$ cat config.mk
export PLATFORM = sky130hd
export DESIGN_NAME = tick_period_meter
export DESIGN_NICKNAME = d
export VERILOG_FILES = /design/src/rtl/tick_period_meter_pkg.sv /design/src/rtl/tick_sync_edge.sv /design/src/rtl/tick_period_meter.sv
export SDC_FILE = /design/constraint.sdc
export NUM_CORES = 1
export LEC_CHECK = 0
export ABC_AREA = 1
export CAP_MARGIN = 40
export CORE_MARGIN = 1.5
export CORE_UTILIZATION = 40
export CTS_CLUSTER_DIAMETER = 100
export DETAILED_ROUTE_END_ITERATION = 16
export GPL_TIMING_DRIVEN = 1
export PLACE_DENSITY = 0.69
export SYNTH_ARGS = -nofsm -noshare
export SYNTH_HDL_FRONTEND = slang
export SYNTH_SLANG_ARGS = --single-unit
$ cat constraint.sdc
create_clock -name clock_in -period 1.55 [get_ports clock_in]
set_input_delay 0.31 -clock clock_in [delete_from_list [all_inputs] [get_ports clock_in]]
set_output_delay 0.31 -clock clock_in [all_outputs]
set_load 0.01 [all_outputs]
$ cat src/rtl/tick_period_meter_pkg.sv
// Shared FSM encoding and default sizing for tick_period_meter and its synchroniser.
// Optional majority filter enabled by TICK_METER_GLITCH_FILTER_EN (see tick_sync_edge).
package tick_period_meter_pkg;

  typedef enum logic {
    ST_IDLE = 1'b0,
    ST_RUN  = 1'b1
  } state_e;

  localparam int unsigned DEF_CNT_W      = 27;
  localparam int unsigned DEF_MIN_PERIOD = 4;
  localparam int unsigned STD_DIV_PERIOD = 360000;
  // Allow one full missed tick of the standard divider before declaring loss of signal.
  localparam int unsigned DEF_MAX_PERIOD = 2 * STD_DIV_PERIOD;

  function automatic logic majority3(input logic a, input logic b, input logic c);
    return (a & b) | (a & c) | (b & c);
  endfunction

endpackage

$ cat src/rtl/tick_sync_edge.sv
// Two-flop synchroniser plus edge detector for the measured square wave.
// With TICK_METER_GLITCH_FILTER_EN defined, a 3-sample majority filter drops 1-clock pulses.
module tick_sync_edge
  import tick_period_meter_pkg::*;
(
  input  logic clock_in,
  input  logic reset_n,
  input  logic i_sig,
  output logic o_rise,
  output logic o_fall
);

  logic r_sync1;
  logic r_sync2;
  logic r_prev;
  logic w_filt;

  always_ff @(posedge clock_in or negedge reset_n) begin
    if (!reset_n) begin
      r_sync1 <= 1'b0;
      r_sync2 <= 1'b0;
    end else begin
      r_sync1 <= i_sig;
      r_sync2 <= r_sync1;
    end
  end

`ifdef TICK_METER_GLITCH_FILTER_EN
  logic r_hist0;
  logic r_hist1;
  logic r_filt;

  // Majority of the current and two previous synchronised samples, registered.
  always_ff @(posedge clock_in or negedge reset_n) begin
    if (!reset_n) begin
      r_hist0 <= 1'b0;
      r_hist1 <= 1'b0;
      r_filt  <= 1'b0;
    end else begin
      r_hist0 <= r_sync2;
      r_hist1 <= r_hist0;
      r_filt  <= majority3(r_sync2, r_hist0, r_hist1);
    end
  end

  assign w_filt = r_filt;
`else
  assign w_filt = r_sync2;
`endif

  always_ff @(posedge clock_in or negedge reset_n) begin
    if (!reset_n) begin
      r_prev <= 1'b0;
    end else begin
      r_prev <= w_filt;
    end
  end

  assign o_rise = w_filt & ~r_prev;
  assign o_fall = ~w_filt & r_prev;

endmodule

$ cat src/rtl/tick_period_meter.sv
// Measures period and high time of a slow asynchronous square wave in system clocks,
// with glitch rejection and sticky timeout. Optional filter: TICK_METER_GLITCH_FILTER_EN.
module tick_period_meter
  import tick_period_meter_pkg::*;
#(
  parameter int unsigned CNT_W      = DEF_CNT_W,
  parameter int unsigned MIN_PERIOD = DEF_MIN_PERIOD,
  parameter int unsigned MAX_PERIOD = DEF_MAX_PERIOD
) (
  input  logic             clock_in,
  input  logic             reset_n,
  input  logic             sig_in,
  output logic             tick,
  output logic [CNT_W-1:0] period_out,
  output logic [CNT_W-1:0] high_out,
  output logic             valid,
  output logic             locked,
  output logic             glitch,
  output logic             timeout
);

  localparam logic [CNT_W-1:0] MIN_CNT = CNT_W'(MIN_PERIOD);
  localparam logic [CNT_W-1:0] MAX_CNT = CNT_W'(MAX_PERIOD);
  localparam logic [CNT_W-1:0] ONE_CNT = CNT_W'(1);

  logic             w_rise;
  logic             w_fall;

  state_e           r_state;
  logic [CNT_W-1:0] r_cnt;
  logic [CNT_W-1:0] r_hi_cap;
  logic [CNT_W-1:0] r_period;
  logic [CNT_W-1:0] r_high;
  logic             r_tick;
  logic             r_valid;
  logic             r_locked;
  logic             r_glitch;
  logic             r_timeout;

  tick_sync_edge u_sync (
    .clock_in (clock_in),
    .reset_n  (reset_n),
    .i_sig    (sig_in),
    .o_rise   (w_rise),
    .o_fall   (w_fall)
  );

  always_ff @(posedge clock_in or negedge reset_n) begin
    if (!reset_n) begin
      r_state   <= ST_IDLE;
      r_cnt     <= '0;
      r_hi_cap  <= '0;
      r_period  <= '0;
      r_high    <= '0;
      r_tick    <= 1'b0;
      r_valid   <= 1'b0;
      r_locked  <= 1'b0;
      r_glitch  <= 1'b0;
      r_timeout <= 1'b0;
    end else begin
      r_tick   <= w_rise;
      r_valid  <= 1'b0;
      r_glitch <= 1'b0;
      case (r_state)
        ST_IDLE: begin
          if (w_rise) begin
            r_state   <= ST_RUN;
            r_cnt     <= ONE_CNT;
            r_hi_cap  <= '0;
            r_timeout <= 1'b0;
          end
        end
        ST_RUN: begin
          if (w_rise) begin
            if (r_cnt >= MIN_CNT) begin
              r_period <= r_cnt;
              r_high   <= r_hi_cap;
              r_valid  <= 1'b1;
              r_locked <= 1'b1;
            end else begin
              r_glitch <= 1'b1;
              r_locked <= 1'b0;
            end
            r_cnt    <= ONE_CNT;
            r_hi_cap <= '0;
          end else if (r_cnt == MAX_CNT) begin
            r_timeout <= 1'b1;
            r_locked  <= 1'b0;
            r_state   <= ST_IDLE;
          end else begin
            // The count keeps running through a fall so that period_out equals P exactly.
            if (w_fall) begin
              r_hi_cap <= r_cnt;
            end
            r_cnt <= r_cnt + ONE_CNT;
          end
        end
        default: r_state <= ST_IDLE;
      endcase
    end
  end

  assign tick       = r_tick;
  assign period_out = r_period;
  assign high_out   = r_high;
  assign valid      = r_valid;
  assign locked     = r_locked;
  assign glitch     = r_glitch;
  assign timeout    = r_timeout;

endmodule

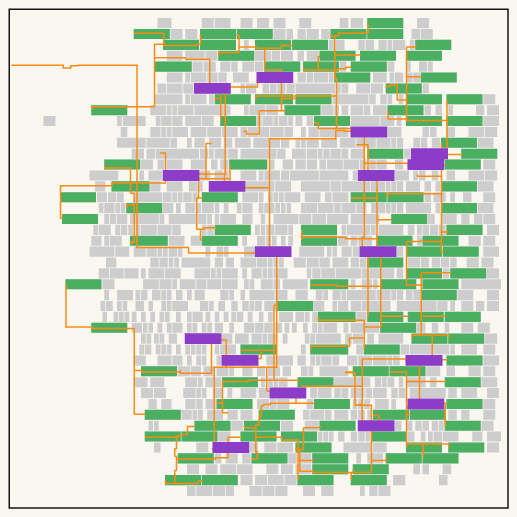
(images/clock_wires.png)
(4 px per um)
legend:
  flip-flops:
    color: green
    count: 117
  clock wires:
    color: orange
    length: 1610 um
  clock-net drivers:
    color: purple
    count: 17
flops lie: widely spread
routed clock nets: 18

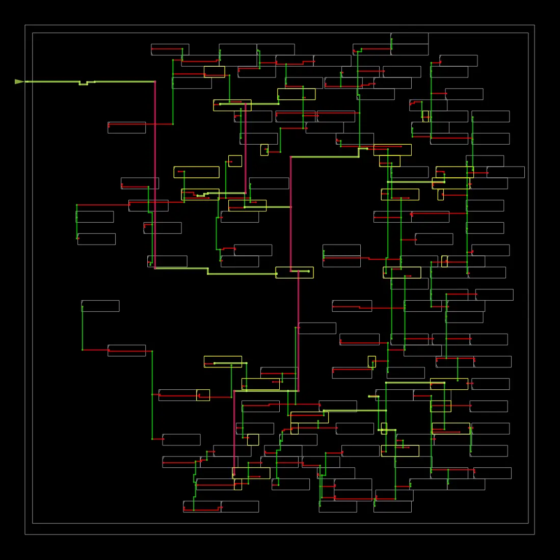
(images/clock_nets.png)
Max Clock Skew: 0.008039 ns
power in the clock group: 0.00373 W

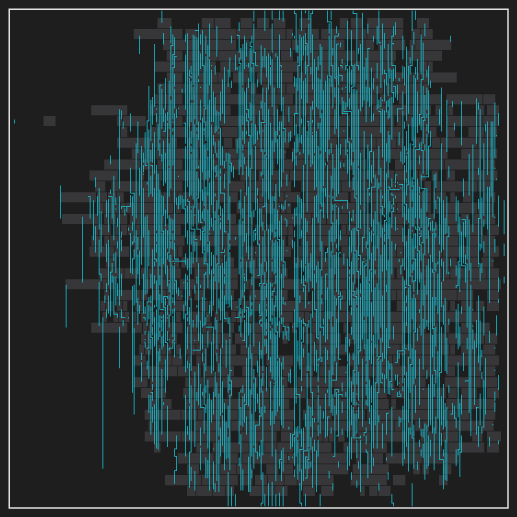
(images/m2.png)
(4 px per um)
wire length on this layer: 10600 um
nets with wire on the layer: 779
share of all routed wire: 50%

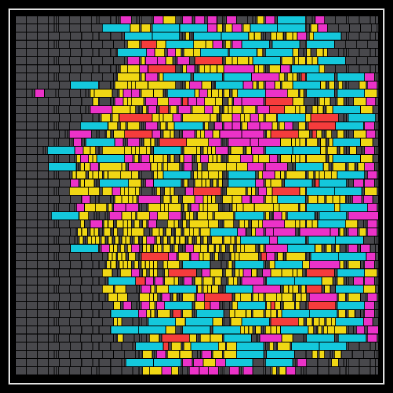
(images/class_map.png)
(3 px per um) Fill, decap, tap and diode cells in gray.
legend:
  remaining logic cells:
    color: yellow
    cells: 574
  clock drivers and dummy loads:
    color: red
    cells: 32
  remaining buffers and delay cells:
    color: magenta
    cells: 185
  registers:
    color: cyan
    cells: 117
post-route cell area: 0.009274 mm2
Seq/total area: 31.68%
number of rows in the core area: 44
Core Footprint: 0.01448 mm2

==> notes.md <==
Implementation results

Per the timing report, the most critical flop-to-flop path finishes at period_out[4]. Setup slack on the worst path after placement came out at -0.2196 ns. The post-route worst setup slack is -0.1827 ns. The count of port buffers added during placement is 61.

For this design the ratio of total power to cell area is roughly 1100 mW/mm2. The fraction of layout cells with a size suffix above 1 is a little over two fifths. The flow ran to the end, but the final reports show violations. Relative to the synthesized area, the layout overhead comes to 57.50%. Per the cell usage report, the commonest logic cells after layout are 133 x sky130_fd_sc_hd__nand2_1, 109 x sky130_fd_sc_hd__dfrtp_1, 75 x sky130_fd_sc_hd__buf_4, 69 x sky130_fd_sc_hd__nand3_1, 59 x sky130_fd_sc_hd__dlygate4sd2_1. The via count is a little over 6000. The checks that failed: negative setup slack. The relative slew slack is 72.12%. After legalization and detailed placement, the total HPWL measured approximately 11000 um. The total number of warnings across the stage logs is 29.

The total chip power is 0.01024 W. The CTS report gives the tree buffer count as 17. The maximum level of the CTS H-tree is 4. The final report lists the setup-violating endpoint count as about 110. The most crowded layer after global routing is met2.

The endpoint kind of the worst setup timing path is a flip-flop. The worst hold endpoint is u_sync.r_sync1. The worst setup path is of the reg2reg kind. According to the timing report, the arrival time at the worst endpoint equals a little over 2 ns. The horizontal die dimension is 124.3 um.

Hold-check failures listed in the final report amount to 0. The tree is rooted in a sky130_fd_sc_hd__clkbuf_16. The path class of the tightest hold or removal check is in2reg.

In this run, placement finished with an instance count of 1017. The worst hold slack across all endpoints is ~0.33 ns. The TritonCTS sink count is 117.

The summed standard-cell area reported by yosys is 0.005888 mm2. The via density per instance is 5.546. In the final layout, the fill cell count is ~1100. The critical path endpoint has a required time of 1.89 ns.

The most area-hungry cell type in the Yosys netlist is sky130_fd_sc_hd__dfrtp_1.
==> layout make-up <==
cell class / count / area (um2) / area share, %
Clock buffer: 24 / 481.7 / 5.194
Timing Repair Buffer: 185 / 1902 / 20.51
Tap cell: 184 / 230.2 / 2.482
Inverter: 51 / 196.4 / 2.118
Multi-Input combinational cell: 523 / 3451 / 37.21
Sequential cell: 117 / 2938 / 31.68
Clock inverter: 8 / 75.07 / 0.8095
==> critical path: stages, from the launching register on <==
cell and delay (ns):
sky130_fd_sc_hd__dfrtp_2 0.45, sky130_fd_sc_hd__nor2_2 0.12, sky130_fd_sc_hd__nand2_1 0.09, sky130_fd_sc_hd__nor3_2 0.21
sky130_fd_sc_hd__nand3_2 0.14, sky130_fd_sc_hd__nand2_4 0.13, sky130_fd_sc_hd__buf_6 0.11, sky130_fd_sc_hd__buf_6 0.12
sky130_fd_sc_hd__buf_16 0.13, sky130_fd_sc_hd__nand2_2 0.06, sky130_fd_sc_hd__o21ai_1 0.09
==> sequential cells by signal (all words and copies together) (netlist names), 27 cells and up <==
name	count
high_out	27
r_cnt	27
r_hi_cap	27
period_out	27
==> power by group <==
part	internal [W]	switching [W]	total, W	leakage [nW]
clock network	0.00232	0.00140	0.00373	0.274
registers	0.00332	0.000230	0.00355	1.58
logic	0.00133	0.00163	0.00296	2.70
==> what timing repair did <==
action / in CTS / in global routing
endpoints found under the hold margin: 22 / 0
setup buffers: 21 / 11
endpoints found under the setup margin: 164 / 113
hold buffers: 1 / 0
pin swaps: 20 / 36
gates resized: 175 / 180
cloned: 12 / 4
==> kinds of logic (layout without fill, tap and decap cells) <==
logic type / after synthesis / in the layout / synth area share, %
buf+inv: 91 / 268 / 8.096
flops: 117 / 117 / 49.72
simple gates: 452 / 458 / 34.55
compound gates: 55 / 55 / 6.013
fa+ha+maj: 2 / 2 / 0.4249
xor+xnor: 8 / 8 / 1.190
==> worst max-delay path by stage <==
stage / endpoint / slack, ns
4_1_cts: period_out[8] / -0.11
3_3_place_gp: period_out[26] / -0.22
3_5_place_dp: period_out[26] / -0.22
5_1_grt: r_hi_cap[6] / -0.27
2_1_floorplan: r_hi_cap[21] / 0.005
6_report: period_out[4] / -0.18
==> cell usage after synthesis (7+ instances only) <==
cell type,n
sky130_fd_sc_hd__inv_2,14
sky130_fd_sc_hd__inv_1,37
sky130_fd_sc_hd__nand4_1,13
sky130_fd_sc_hd__nand2_1,218
sky130_fd_sc_hd__nor3_1,26
sky130_fd_sc_hd__o21ai_2,17
sky130_fd_sc_hd__buf_6,14
sky130_fd_sc_hd__o21ai_1,28
sky130_fd_sc_hd__o21ai_0,7
sky130_fd_sc_hd__nor2_1,60
sky130_fd_sc_hd__dfrtp_1,117
sky130_fd_sc_hd__nand3_1,115
sky130_fd_sc_hd__buf_2,12
sky130_fd_sc_hd__xor2_1,8
==> routing by layer <==
layer / part of all wire (%) / up-vias
li1: - / 2716
met1: 39 / 2951
met2: 50 / 324
met3: 6.9 / 65
met4: 3.6 / 0
met5: 0 / -
No activity file was given, so power comes from the tool's default toggle rates.
